--- config.mk ---
export PLATFORM = sky130hd
export DESIGN_NAME = inst_fetch_queue
export DESIGN_NICKNAME = d
export VERILOG_FILES = /design/src/rtl/inst_fetch_queue_pkg.sv /design/src/rtl/inst_fetch_queue_fifo.sv /design/src/rtl/inst_fetch_queue.sv
export SDC_FILE = /design/constraint.sdc
export NUM_CORES = 1
export LEC_CHECK = 0
export CORE_AREA = 4 4 285 287
export CTS_CLUSTER_DIAMETER = 30
export DETAILED_ROUTE_END_ITERATION = 16
export DIE_AREA = 0 0 289 291
export PLACE_DENSITY_LB_ADDON = 0.3
export SYNTH_ARGS = -nofsm -noshare
export SYNTH_HDL_FRONTEND = slang
export SYNTH_HIERARCHICAL = 1
export SYNTH_SLANG_ARGS = --single-unit
--- constraint.sdc ---
create_clock -name clk -period 27.6 [get_ports clk]
set_input_delay 5.52 -clock clk [delete_from_list [all_inputs] [get_ports clk]]
set_output_delay 5.52 -clock clk [all_outputs]
set_load 0.02 [all_outputs]
--- src/rtl/inst_fetch_queue_pkg.sv ---
// Shared constants, FSM state type and RISC-V immediate helpers for the fetch queue.
package inst_fetch_queue_pkg;

  localparam int          WORD_MSB      = 31;
  localparam logic [31:0] ZERO_WORD     = 32'h0;
  localparam logic        TRUE          = 1'b1;
  localparam logic        FALSE         = 1'b0;
  localparam logic [6:0]  JAL_OPCODE    = 7'b1101111;
  localparam logic [6:0]  BRANCH_OPCODE = 7'b1100011;

  typedef enum logic [1:0] {
    IDLE    = 2'd0,
    WAITING = 2'd1,
    DISCARD = 2'd2
  } fetch_state_t;

  function automatic logic [31:0] imm_j(input logic [31:0] inst);
    return {{11{inst[31]}}, inst[31], inst[19:12], inst[20], inst[30:21], 1'b0};
  endfunction

  function automatic logic [31:0] imm_b(input logic [31:0] inst);
    return {{19{inst[31]}}, inst[31], inst[7], inst[30:25], inst[11:8], 1'b0};
  endfunction

endpackage

--- src/rtl/inst_fetch_queue_fifo.sv ---
// Circular buffer with push/pop/clear; clear wins over push and pop.
module fetch_fifo #(
  parameter int WIDTH = 65,
  parameter int DEPTH = 8
) (
  input  logic                     clk,
  input  logic                     rst,
  input  logic                     push,
  input  logic                     pop,
  input  logic                     clear,
  input  logic [WIDTH-1:0]         push_data,
  output logic [WIDTH-1:0]         head_data,
  output logic                     empty,
  output logic                     full,
  output logic [$clog2(DEPTH):0]   count
);

  localparam int PW = $clog2(DEPTH);

  logic [WIDTH-1:0] mem [DEPTH];
  logic [PW-1:0]    head;
  logic [PW-1:0]    tail;

  always_ff @(posedge clk) begin
    if (push && !clear) mem[tail] <= push_data;
  end

  always_ff @(posedge clk) begin
    if (rst || clear) begin
      head  <= '0;
      tail  <= '0;
      count <= '0;
    end else begin
      if (push) tail <= tail + PW'(1);
      if (pop)  head <= head + PW'(1);
      case ({push, pop})
        2'b10:   count <= count + (PW+1)'(1);
        2'b01:   count <= count - (PW+1)'(1);
        default: count <= count;
      endcase
    end
  end

  assign head_data = mem[head];
  assign empty     = (count == '0);
  assign full      = (count == (PW+1)'(DEPTH));

endmodule

--- src/rtl/inst_fetch_queue.sv ---
// Instruction fetcher: one outstanding word fetch, static next-PC prediction, decoder FIFO.
//   state   | meaning
//   IDLE    | may issue a fetch when the queue has room
//   WAITING | fetch outstanding, response will be queued
//   DISCARD | fetch outstanding but flushed, response will be dropped
module inst_fetch_queue
  import inst_fetch_queue_pkg::*;
#(
  parameter int          QUEUE_DEPTH    = 8,
  parameter int          PREDICT_BRANCH = 1,
  parameter logic [31:0] RESET_PC       = 32'h0
) (
  input  logic        clk,
  input  logic        rst,
  input  logic        mc_ready_in,
  input  logic [31:0] mc_instruction_in,
  output logic        mc_request_signal_out,
  output logic [31:0] mc_address_out,
  output logic        dec_valid_out,
  input  logic        dec_ready_in,
  output logic [31:0] dec_inst_out,
  output logic [31:0] dec_pc_out,
  output logic        dec_pred_taken_out,
  input  logic        rob_clear_in,
  input  logic [31:0] rob_pc_in
);

  localparam int EW = 2 * (WORD_MSB + 1) + 1;
  localparam int CW = $clog2(QUEUE_DEPTH) + 1;

  fetch_state_t  state;
  logic [31:0]   pc;
  logic [31:0]   next_pc;
  logic          next_pred;
  logic          q_push;
  logic          q_pop;
  logic          q_empty;
  logic          q_full;
  logic [CW-1:0] q_count;
  logic [EW-1:0] q_head;

  always_comb begin
    next_pc   = pc + 32'd4;
    next_pred = FALSE;
    if (mc_instruction_in[6:0] == JAL_OPCODE) begin
      next_pc   = pc + imm_j(mc_instruction_in);
      next_pred = TRUE;
    end else if ((PREDICT_BRANCH != 0) && (mc_instruction_in[6:0] == BRANCH_OPCODE)
                 && mc_instruction_in[31]) begin
      next_pc   = pc + imm_b(mc_instruction_in);
      next_pred = TRUE;
    end
  end

  assign q_push = (state == WAITING) && mc_ready_in && !rob_clear_in;
  assign q_pop  = dec_valid_out && dec_ready_in && !rob_clear_in;

  fetch_fifo #(.WIDTH(EW), .DEPTH(QUEUE_DEPTH)) u_fifo (
    .clk       (clk),
    .rst       (rst),
    .push      (q_push),
    .pop       (q_pop),
    .clear     (rob_clear_in),
    .push_data ({mc_instruction_in, pc, next_pred}),
    .head_data (q_head),
    .empty     (q_empty),
    .full      (q_full),
    .count     (q_count)
  );

  always_ff @(posedge clk) begin
    if (rst) begin
      state                 <= IDLE;
      pc                    <= RESET_PC;
      mc_request_signal_out <= FALSE;
      mc_address_out        <= ZERO_WORD;
    end else begin
      mc_request_signal_out <= FALSE;
      if (rob_clear_in) begin
        pc    <= rob_pc_in;
        state <= (state == WAITING && !mc_ready_in) ? DISCARD : IDLE;
      end else begin
        case (state)
          IDLE: if (!q_full) begin
            mc_request_signal_out <= TRUE;
            mc_address_out        <= pc;
            state                 <= WAITING;
          end
          WAITING: if (mc_ready_in) begin
            pc    <= next_pc;
            state <= IDLE;
          end
          DISCARD: if (mc_ready_in) state <= IDLE;
          default: state <= IDLE;
        endcase
      end
    end
  end

  // Requests are gated on !full, so an overflowing push means the gating broke.
  always_ff @(posedge clk) begin
    if (!rst) assert (!(q_push && q_count == CW'(QUEUE_DEPTH)));
  end

  assign dec_valid_out      = !q_empty;
  assign dec_inst_out       = q_empty ? ZERO_WORD : q_head[EW-1 -: 32];
  assign dec_pc_out         = q_empty ? ZERO_WORD : q_head[32:1];
  assign dec_pred_taken_out = q_empty ? FALSE : q_head[0];

endmodule
Fig. 1: run 1, routed metal, one color a layer
Drawn at 1 px/um.
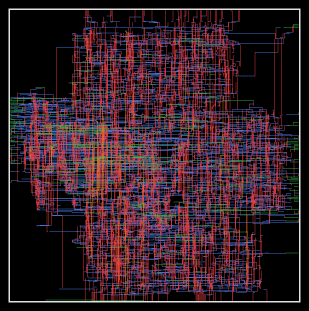
layer	color	wire length
met4	orange	1810 um
met2	red	37.6 mm
met1	blue	34.3 mm
met3	green	4570 um

Fig. 2: run 1, layout detail
Window x 207 to 227, y 63 to 83 um. Cells in gray, sequential cells in the stronger gray; small squares are vias.
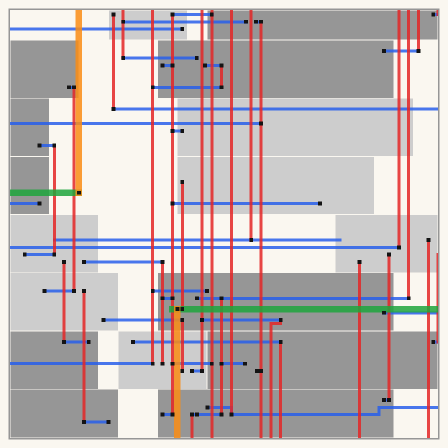
layer	color
met4	orange
met1	blue
met3	green
met2	red
cells with their middle in the window	12
netlist names of flops here include	`u_fifo/mem` (5)
most frequent	edfxtp_1 (5), mux4_2 (3)
sequential cells in the window	5

==> CHANGELOG.md, run 1 <==
### Implementation results

* XORs/XNORs by Area at 1.47%
* Critical Path Max Stage Delay at 0.91 ns
* Sequential Power Share at 39.0%
* Combinational fraction of the cell area at 27.9%
* Reg2Reg Depth at 11
* Comb area leader: multiplexers
* Netlist cell types at 100
* Top Consumer: clock
* Clock Skew at 0.0254 ns
* Routed length on met2 at 37600 um
* Drt first-iter violations at 1422
* Dominant register cell: edfxtp_1
* MaxCap Viol Count at 0
* Core Region at 78600 um2
* Hold crit path type: reg -> reg
* Commonest Layout Cell: edfxtp_1
* Filler cells at 7004
* Dpl ws at 18.40 ns
* Vias/cell at 5.41
* Die width at 289 um
* Met3 wire len at 4570 um
* Max reg flops at 520
* Most common cell in the netlist: edfxtp_1
* Top reg by flops: u_fifo/mem
* Worst path depth at 5
* Critical-path cell list: buf_4, mux4_2, mux2_2, nor2b_1, clkdlybuf4s50_1
* Logic area at 9550 um2
* Critical path endpoint: dec_pc_out[2]
* RSZ-0062 raised after global routing: false
* Seq share, synth at 62.9%
* Placed Area at 30100 um2
* Yosys Instances at 1840
* Via count at 17400
* Status: finished clean
* Layout Cells excl Fill at 3210
* Post-DP HPWL at 48500 um
* Overall Global Routing Usage at 18.3%
* Syn_nets at 1962
* Yosys stat chip area at 27400 um2
* Top cells, area: edfxtp_1, mux4_2, dfxtp_1
* Tool Warnings at 28
* PortBufs at 167
* Switching power at 0.584 mW
* CTS resizes at 0
* Drt pass-1 iters at 5
* Most Crowded Layer GR: met2
Fig. 3: run 1, the metal 4 layer
Drawn at 1 px/um.
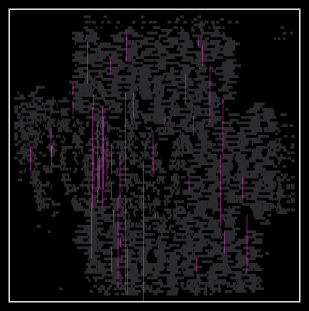
nets with wire on the layer	24
longest straight run	140 um

--- run 2 (diff from run 1) ---
Clock period 27.6 ns to 9.7 ns, I/O delays scaled along.
Fig. 4: run 2, clock network drawn from the DEF
Drawn at 1 px/um.
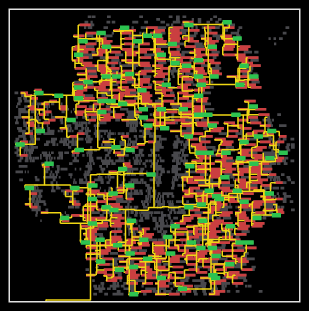
[cells driving clock nets] green | count: 118
[flip-flops] red | count: 600
[clock wires] yellow | length: 8020 um
routed clock nets	119

==> run 2 against run 1 <==
Clock-buffer cell count increased by 2. Design area is 0.22% lower. Via count hardly changed. First-iteration DRC count rose by 27%. Area after synthesis is the same. Worst setup slack got worse by 14 ns. Die area stayed put. Hold slack about the same. Flip-flop count did not move. Synthesized cell count unchanged. Final cell count hardly changed. Combinational power went up to 2.8 times the previous value. Critical path type unchanged. Critical endpoint is now dec_pc_out[27]. Highest routed layer unchanged.
==> CHANGELOG.md, run 2 <==
### Implementation results

* Status: finished clean
* Setup violators final at 0
* Max reg flops at 520 (unchanged)
* Post-DP HPWL at 48100 um (-0.80%)
* Sequential Power Share at 39.6% (+0.6 points)
* Overall Global Routing Usage at 18.1% (-0.24 points)
* Tool Warnings at 28 (unchanged)
* Top reg by flops: u_fifo/mem
* Reg2Reg Depth at 9 (-2)
* Drt first-iter violations at 1811 (+27%)
* Yosys simple share at 8.45%
* Dominant register cell: edfxtp_1
* Most common cell in the netlist: edfxtp_1
* Logic area at 9550 um2 (unchanged)
* Clock Skew at 0.0227 ns (-0.00268 ns)
* Seq share, synth at 62.9% (unchanged)
* Die H at 291 um
* Critical path endpoint: dec_pc_out[27]
* Core Region at 78600 um2 (unchanged)
* Worst path depth at 5 (unchanged)
* Worst path required time at 7.76 ns
* Hold crit path type: reg -> reg
* Via count at 17400 (-0.040%)
* Switching power at 1.67 mW (+190%)
* Layout Cells excl Fill at 3211 (+0.031%)
* Clock Sink Count at 600
* MaxCap Viol Count at 0 (unchanged)
* Critical-path cell list: buf_12, mux4_2, mux2_2, nor2b_1, clkdlybuf4s50_1
* XORs/XNORs by Area at 1.47% (unchanged)
* Top Consumer: clock
* Commonest Layout Cell: edfxtp_1
* Yosys Instances at 1840 (unchanged)
* Syn_nets at 1962 (unchanged)
* Layout cell share with drive strength beyond 1 at 22.2%
* Drt pass-1 iters at 5 (unchanged)
* RSZ-0062 raised after global routing: false
* Netlist cell types at 100 (unchanged)
* Met3 Use GR at 3.94%
* Die width at 289 um (unchanged)
* Combinational fraction of the cell area at 28.0% (+0.062 points)
* Critical Path Max Stage Delay at 0.93 ns (+0.02 ns)
* Routed length on met2 at 36600 um (-2.7%)
* Placed Area at 30100 um2 (about the same)
Fig. 5: run 2, routed metal, one color a layer
Drawn at 1 px/um.
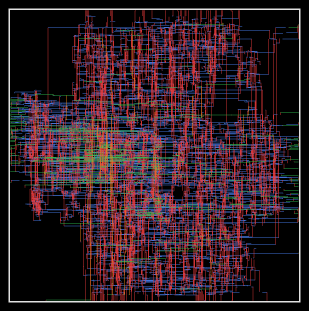
layer	color	wire length
met1	blue	33.1 mm
met2	red	36.6 mm
met3	green	5260 um
met4	orange	1700 um

Power figures rest on the tool's default switching activity, not on a simulated workload.
